$ cat config.mk
export PLATFORM = sky130hd
export DESIGN_NAME = icache
export DESIGN_NICKNAME = d
export VERILOG_FILES = /design/src/rtl/icache_pkg.sv /design/src/rtl/icache_line_store.sv /design/src/rtl/icache.sv
export SDC_FILE = /design/constraint.sdc
export NUM_CORES = 2
export LEC_CHECK = 0
export CORE_MARGIN = 4
export CORE_UTILIZATION = 55
export DETAILED_ROUTE_END_ITERATION = 10
export GPL_ROUTABILITY_DRIVEN = 0
export PLACE_DENSITY_LB_ADDON = 0.08
export SYNTH_ARGS = -nofsm -noshare
export SYNTH_HDL_FRONTEND = slang
export SYNTH_HIERARCHICAL = 1
export SYNTH_SLANG_ARGS = --single-unit
$ cat constraint.sdc
create_clock -name clk_in -period 4.13 [get_ports clk_in]
set_clock_uncertainty 0.05 [all_clocks]
set_input_delay 0.826 -clock clk_in [delete_from_list [all_inputs] [get_ports clk_in]]
set_output_delay 0.826 -clock clk_in [all_outputs]
set_load 0.005 [all_outputs]
$ cat src/rtl/icache_pkg.sv
// Shared constants for the instruction cache: default widths and FSM state encoding.
package icache_pkg;

    localparam int unsigned AddressWidth = 32;
    localparam int unsigned IDWidth      = 32;

    localparam logic [0:0] StIdle = 1'b0;
    localparam logic [0:0] StMiss = 1'b1;

endpackage

$ cat src/rtl/icache_line_store.sv
// Valid/tag/data arrays of the direct-mapped icache: combinational read port, one write port,
// valid bits cleared by asynchronous reset or synchronous flush.
module icache_line_store
    import icache_pkg::*;
#(
    parameter int unsigned INDEX_BITS = 6,
    parameter int unsigned TAG_BITS   = 24,
    parameter int unsigned DATA_BITS  = IDWidth
) (
    input  logic                  clk,
    input  logic                  rst_n,
    input  logic                  en,
    input  logic                  flush,
    input  logic [INDEX_BITS-1:0] rd_index,
    output logic                  rd_valid,
    output logic [TAG_BITS-1:0]   rd_tag,
    output logic [DATA_BITS-1:0]  rd_data,
    input  logic                  wr_en,
    input  logic [INDEX_BITS-1:0] wr_index,
    input  logic [TAG_BITS-1:0]   wr_tag,
    input  logic [DATA_BITS-1:0]  wr_data
);

    localparam int unsigned Lines = 2 ** INDEX_BITS;

    logic [Lines-1:0]     valid_q;
    logic [TAG_BITS-1:0]  tag_q  [Lines];
    logic [DATA_BITS-1:0] data_q [Lines];

    always_ff @(posedge clk or negedge rst_n) begin
        if (!rst_n) begin
            valid_q <= '0;
        end else if (en) begin
            if (flush) begin
                valid_q <= '0;
            end else if (wr_en) begin
                valid_q[wr_index] <= 1'b1;
            end
        end
    end

    // Tag/data need no reset: they are only trusted behind a set valid bit.
    always_ff @(posedge clk) begin
        if (en && wr_en && !flush) begin
            tag_q[wr_index]  <= wr_tag;
            data_q[wr_index] <= wr_data;
        end
    end

    assign rd_valid = valid_q[rd_index];
    assign rd_tag   = tag_q[rd_index];
    assign rd_data  = data_q[rd_index];

endmodule

$ cat src/rtl/icache.sv
// Direct-mapped one-word-per-line instruction cache between fetch and the RAM controller's
// instruction port; handles miss fill, fetch cancellation and whole-cache flush.
module icache
    import icache_pkg::*;
#(
    parameter int unsigned ADDR_WIDTH = AddressWidth,
    parameter int unsigned INST_WIDTH = IDWidth,
    parameter int unsigned INDEX_BITS = 6
) (
    input  logic                  clk_in,
    input  logic                  rst_in,
    input  logic                  rdy_in,
    input  logic                  if_en_i,
    input  logic [ADDR_WIDTH-1:0] if_addr_i,
    input  logic                  cancel_i,
    input  logic                  flush_i,
    output logic                  if_rdy_o,
    output logic [INST_WIDTH-1:0] if_inst_o,
    output logic                  mem_en_o,
    output logic [ADDR_WIDTH-1:0] mem_addr_o,
    input  logic                  mem_rdy_i,
    input  logic [INST_WIDTH-1:0] mem_inst_i
);

    localparam int unsigned TagBits = ADDR_WIDTH - INDEX_BITS - 2;

    logic [0:0]            state_q, state_d;
    logic [ADDR_WIDTH-1:0] req_addr_q, req_addr_d;
    logic                  cancelled_q, cancelled_d;
    logic                  drop_q, drop_d;
    logic                  if_rdy_q, if_rdy_d;
    logic [INST_WIDTH-1:0] if_inst_q, if_inst_d;

    logic                  rd_valid;
    logic [TagBits-1:0]    rd_tag;
    logic [INST_WIDTH-1:0] rd_data;
    logic                  wr_en;
    logic                  hit;
    logic                  unused_addr_bits;

    assign unused_addr_bits = ^if_addr_i[1:0];

    icache_line_store #(
        .INDEX_BITS (INDEX_BITS),
        .TAG_BITS   (TagBits),
        .DATA_BITS  (INST_WIDTH)
    ) u_line_store (
        .clk      (clk_in),
        .rst_n    (rst_in),
        .en       (rdy_in),
        .flush    (flush_i),
        .rd_index (if_addr_i[INDEX_BITS+1:2]),
        .rd_valid (rd_valid),
        .rd_tag   (rd_tag),
        .rd_data  (rd_data),
        .wr_en    (wr_en),
        .wr_index (req_addr_q[INDEX_BITS+1:2]),
        .wr_tag   (req_addr_q[ADDR_WIDTH-1:INDEX_BITS+2]),
        .wr_data  (mem_inst_i)
    );

    assign hit = rd_valid && (rd_tag == if_addr_i[ADDR_WIDTH-1:INDEX_BITS+2]);

    always_comb begin
        state_d     = state_q;
        req_addr_d  = req_addr_q;
        cancelled_d = cancelled_q;
        drop_d      = drop_q;
        if_rdy_d    = 1'b0;
        if_inst_d   = if_inst_q;
        wr_en       = 1'b0;
        case (state_q)
            StIdle: begin
                // The response cycle is skipped so fetch can present its next address.
                if (if_en_i && !if_rdy_q && !cancel_i && !flush_i) begin
                    if (hit) begin
                        if_rdy_d  = 1'b1;
                        if_inst_d = rd_data;
                    end else begin
                        req_addr_d  = {if_addr_i[ADDR_WIDTH-1:2], 2'b00};
                        cancelled_d = 1'b0;
                        drop_d      = 1'b0;
                        state_d     = StMiss;
                    end
                end
            end
            StMiss: begin
                if (cancel_i || flush_i) cancelled_d = 1'b1;
                if (flush_i) drop_d = 1'b1;
                if (mem_rdy_i) begin
                    wr_en = !drop_q && !flush_i;
                    if (!cancelled_q && !cancel_i && !flush_i) begin
                        if_rdy_d  = 1'b1;
                        if_inst_d = mem_inst_i;
                    end
                    state_d = StIdle;
                end
            end
            default: state_d = StIdle;
        endcase
    end

    always_ff @(posedge clk_in or negedge rst_in) begin
        if (!rst_in) begin
            state_q     <= StIdle;
            req_addr_q  <= '0;
            cancelled_q <= 1'b0;
            drop_q      <= 1'b0;
            if_rdy_q    <= 1'b0;
            if_inst_q   <= '0;
        end else if (rdy_in) begin
            state_q     <= state_d;
            req_addr_q  <= req_addr_d;
            cancelled_q <= cancelled_d;
            drop_q      <= drop_d;
            if_rdy_q    <= if_rdy_d;
            if_inst_q   <= if_inst_d;
        end
    end

    // Dropping the request while rdy is high keeps the controller from starting a second read.
    assign mem_en_o   = (state_q == StMiss) && !mem_rdy_i;
    assign mem_addr_o = req_addr_q;
    assign if_rdy_o   = if_rdy_q;
    assign if_inst_o  = if_inst_q;

endmodule

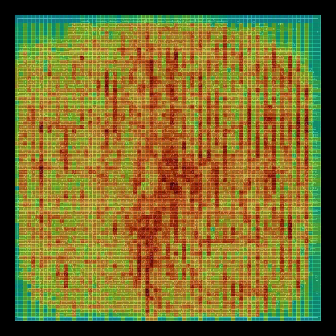
(routing congestion map)
grt met1 use: 44.6%
grt peak-use layer: met2
met2 usage: 49.7%
WL/cell: 37.8 um

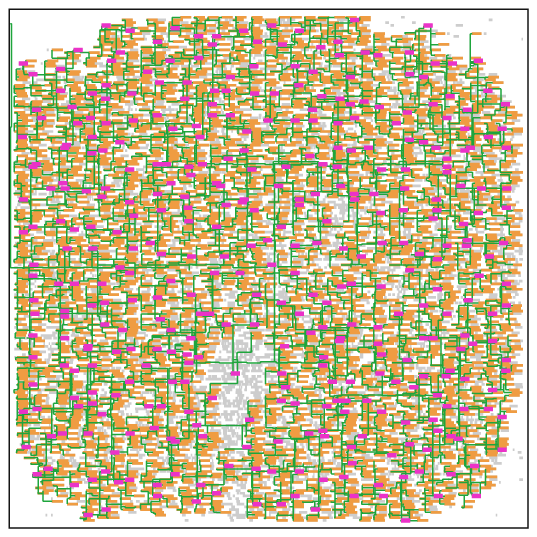
(routed clock nets over the placement)
(1 px per um)
[flip-flops] orange | count: 3714
[clock-net drivers] magenta | count: 387
[clock wires] green | length: 40.3 mm
routed clock nets: 388
clk_lat worst skew: 0.96 ns
clock share of power: 41.5%
clk pwr: 33.6 mW

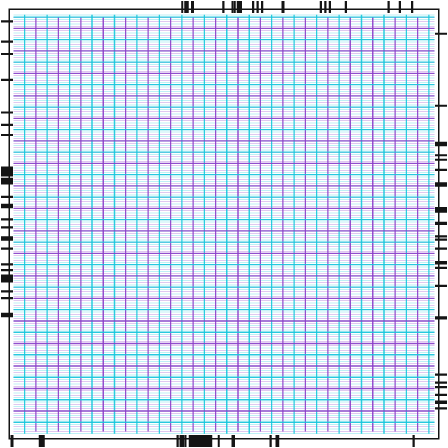
(floorplan with the power grid)
Pins as bars on the die edge.
[VDD] purple
[VSS] cyan
rows: 186
met1 rails: 187
met4 straps: 37
die height: 517 um
peak supply drop: 0.450 mV
Core Region: 0.257 sq mm
Die X: 517 um

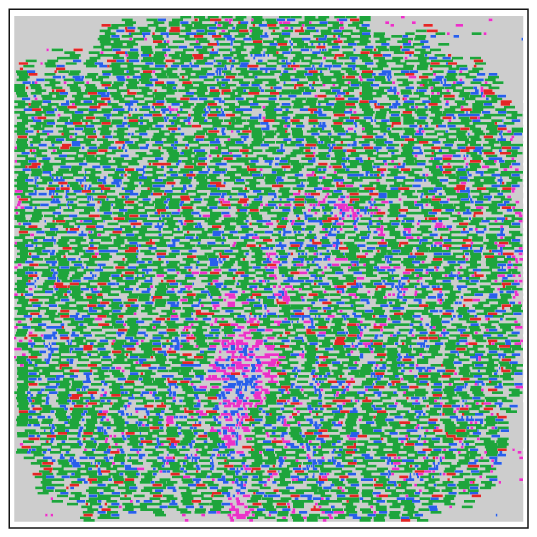
(cells colored by class)
(1 px per um) Fill, decap, tap and diode cells in gray.
[clock drivers and dummy loads] red | cells: 684
[remaining logic cells] blue | cells: 2436
[remaining buffers and delay cells] magenta | cells: 848
[registers] green | cells: 3714

==> flow_summary.yaml <==
# generated from flow reports
run:
  openroad.warnings: 29
  max_cap_violations: 0
setup_path:
  cpPeakStageDelay_ns: 0.51
  cpMostUsedCell: "buf_4"
  critPathCaptureType: "flip-flop"
  cp_max_fo: 25
  worst-endpoint-arrival_ns: 4.94
  critPathSlowestCell: "clkdlybuf4s50_1"
clock_network:
  cts-root-buf: "clkbuf_16"
  cts_buffers: 387
  clk_pin_slew_ns: 0.06
  cts_tree: "yes"
  htree_levels: 5
  holdBufCountCts: 1
  post-cts-setup-buffers: 0
  clockBufferDepth: 4
  cts_resized: 5
grt:
  grt.total_usage_pct: 31.4
  grt_pass1_wl_mm: 580
  grt_pass1_vias: 73900
  antenna_found_initial: 22
  overflow: 0
  grt_max_degree: 90
yosys:
  flop_cell: "edfxtp_1"
  yosys-stat-cells: 6538
  yosysSeqAreaShare_pct: 77.7
  yosys-top-cells-count: "edfxtp_1 (3584), mux4_2 (782), mux2i_1 (372), nand2_1 (215), a22oi_1 (190)"
  synth_cells: 6538
  ys_ff: 3714
  top_cells_by_area: "edfxtp_1 (75%), mux4_2 (12%), mux2i_1 (2.6%)"
  synth_area_sq_mm: 0.143
  yosysTopAreaCell: "edfxtp_1"
  ys_types: 52
layout:
  largestRegisters: "u_line_store/data_q: 2048 flops, u_line_store/tag_q: 1536 flops, u_line_store/valid_q: 64 flops"
  fin_util_pct: 64.6
  lay_top_cells: "edfxtp_1 (3584), mux4_2 (782), buf_4 (544), clkbuf_16 (393), mux2i_1 (372)"
  seq_area_sq_mm: 0.111
  logic_area_sq_mm: 0.0302
  n_fill_cell: 17100
  fin_area_sq_mm: 0.166
  syn2layout_area_growth_pct: 16.5
  largest_reg_flops: 2048
  finalNetCount: 7458
  top_register: "u_line_store/data_q"
route:
  drtIter0Drc: 10100
  via_count: 75200
  first_pass_iters: 5
  viasPerCell: 6.79
  drt_drc_violations_left: 0
  wl_mm: 419
timing:
  hold-worst-slack_ns: 0.376
  max_freq_mhz: 242
  setup_violations: 1
  worst_slack_ns: -0.00761
  grt_setup_unrepaired: "no"
  worst-slew-pin-transition_ns: 1.24
  maxSlewViolCount: 0
  hold_viol: 0
  slew_headroom_pct: 17.1
  fin_crit_ns: 4.14
  finalClockPeriodUsage_pct: 100
placed_design:
  dp_hpwl_mm: 240
  dp_worst_setup_slack_ns: -1.23
  io_buffer_count: 132
pwr:
  p_seq_mw: 42.4
  total_leakage_power_nw: 54.8
  powerComb_mw: 5.05
  switching_share_pct: 21.3
  combPwrFrac_pct: 6.2
  p_per_area_mw_per_mm2: 488
  maxPowerGroup: "registers"
floorplanning:
  chip_area_sq_mm: 0.268
  fp-row-count: 186
  fp-utilization_pct: 55.4
  io_pins: 137
status:
  status: "complete, but fails checks"
  violations: "negative setup slack"
==> worst max-delay path: cells and delay by family <==
kind | cells | cell delay (ns)
compound gates | 4 | 0.83
buf+inv | 6 | 1.52
xor+xnor | 1 | 0.39
simple gates | 5 | 1.28
==> stage by stage <==
step	power (mW)	std cells
after floorplan	45.7	6539
after global placement	48.1	10400
after detailed placement	48.2	10400
after CTS	81.5	11100
after global routing	83.5	11100
final	81.1	11100
==> area by class of cell <==
type / count / share of cell area [%]
diodes: 6 / 0.00904
clock buffers: 492 / 6.21
clock inverters: 192 / 1.09
inverters: 2 / 0.00452
multi-input cells: 2434 / 18.2
flip-flops and latches: 3714 / 66.7
well taps: 3384 / 2.55
repair buffers: 848 / 5.24
==> kinds of logic after synthesis <==
| family | share of synthesized area [%] |
|---|---|
| AOI/OAI and AO/OA | 3.14 |
| xor gates and xnor gates | 0.147 |
| buffers and inverters | 1.57 |
| DFF | 77.7 |
| muxes | 15.3 |
| other | 0.00263 |
| and+or+nand+nor | 2.11 |
==> final timing paths <==
path,end,start,slack [ns],cells past startpoint
min in group asynchronous,mem_addr_o[9],rst_in,0.49,2
worst max-delay path,if_inst_o[12],if_addr_i[7],-0.008,16
worst min register to register,u_line_store/valid_q[42],u_line_store/valid_q[42],0.43,1
worst max register to register,if_inst_o[12],u_line_store/tag_q[46][12],0.19,13
max in group asynchronous,mem_addr_o[19],rst_in,2.51,3
worst min-delay path,u_line_store/data_q[23][20],mem_inst_i[20],0.38,1
==> routing by layer <==
layer  vias to the layer above  track usage (%)  part of all wire (%)
li1                      29400                -                     -
met2                      4246             49.7                    48
met5                         -                0                 0.013
met1                     40700             44.6                    39
met3                       875             5.60                   9.3
met4                         8             11.1                   4.0
No activity file was given, so power comes from the tool's default toggle rates.
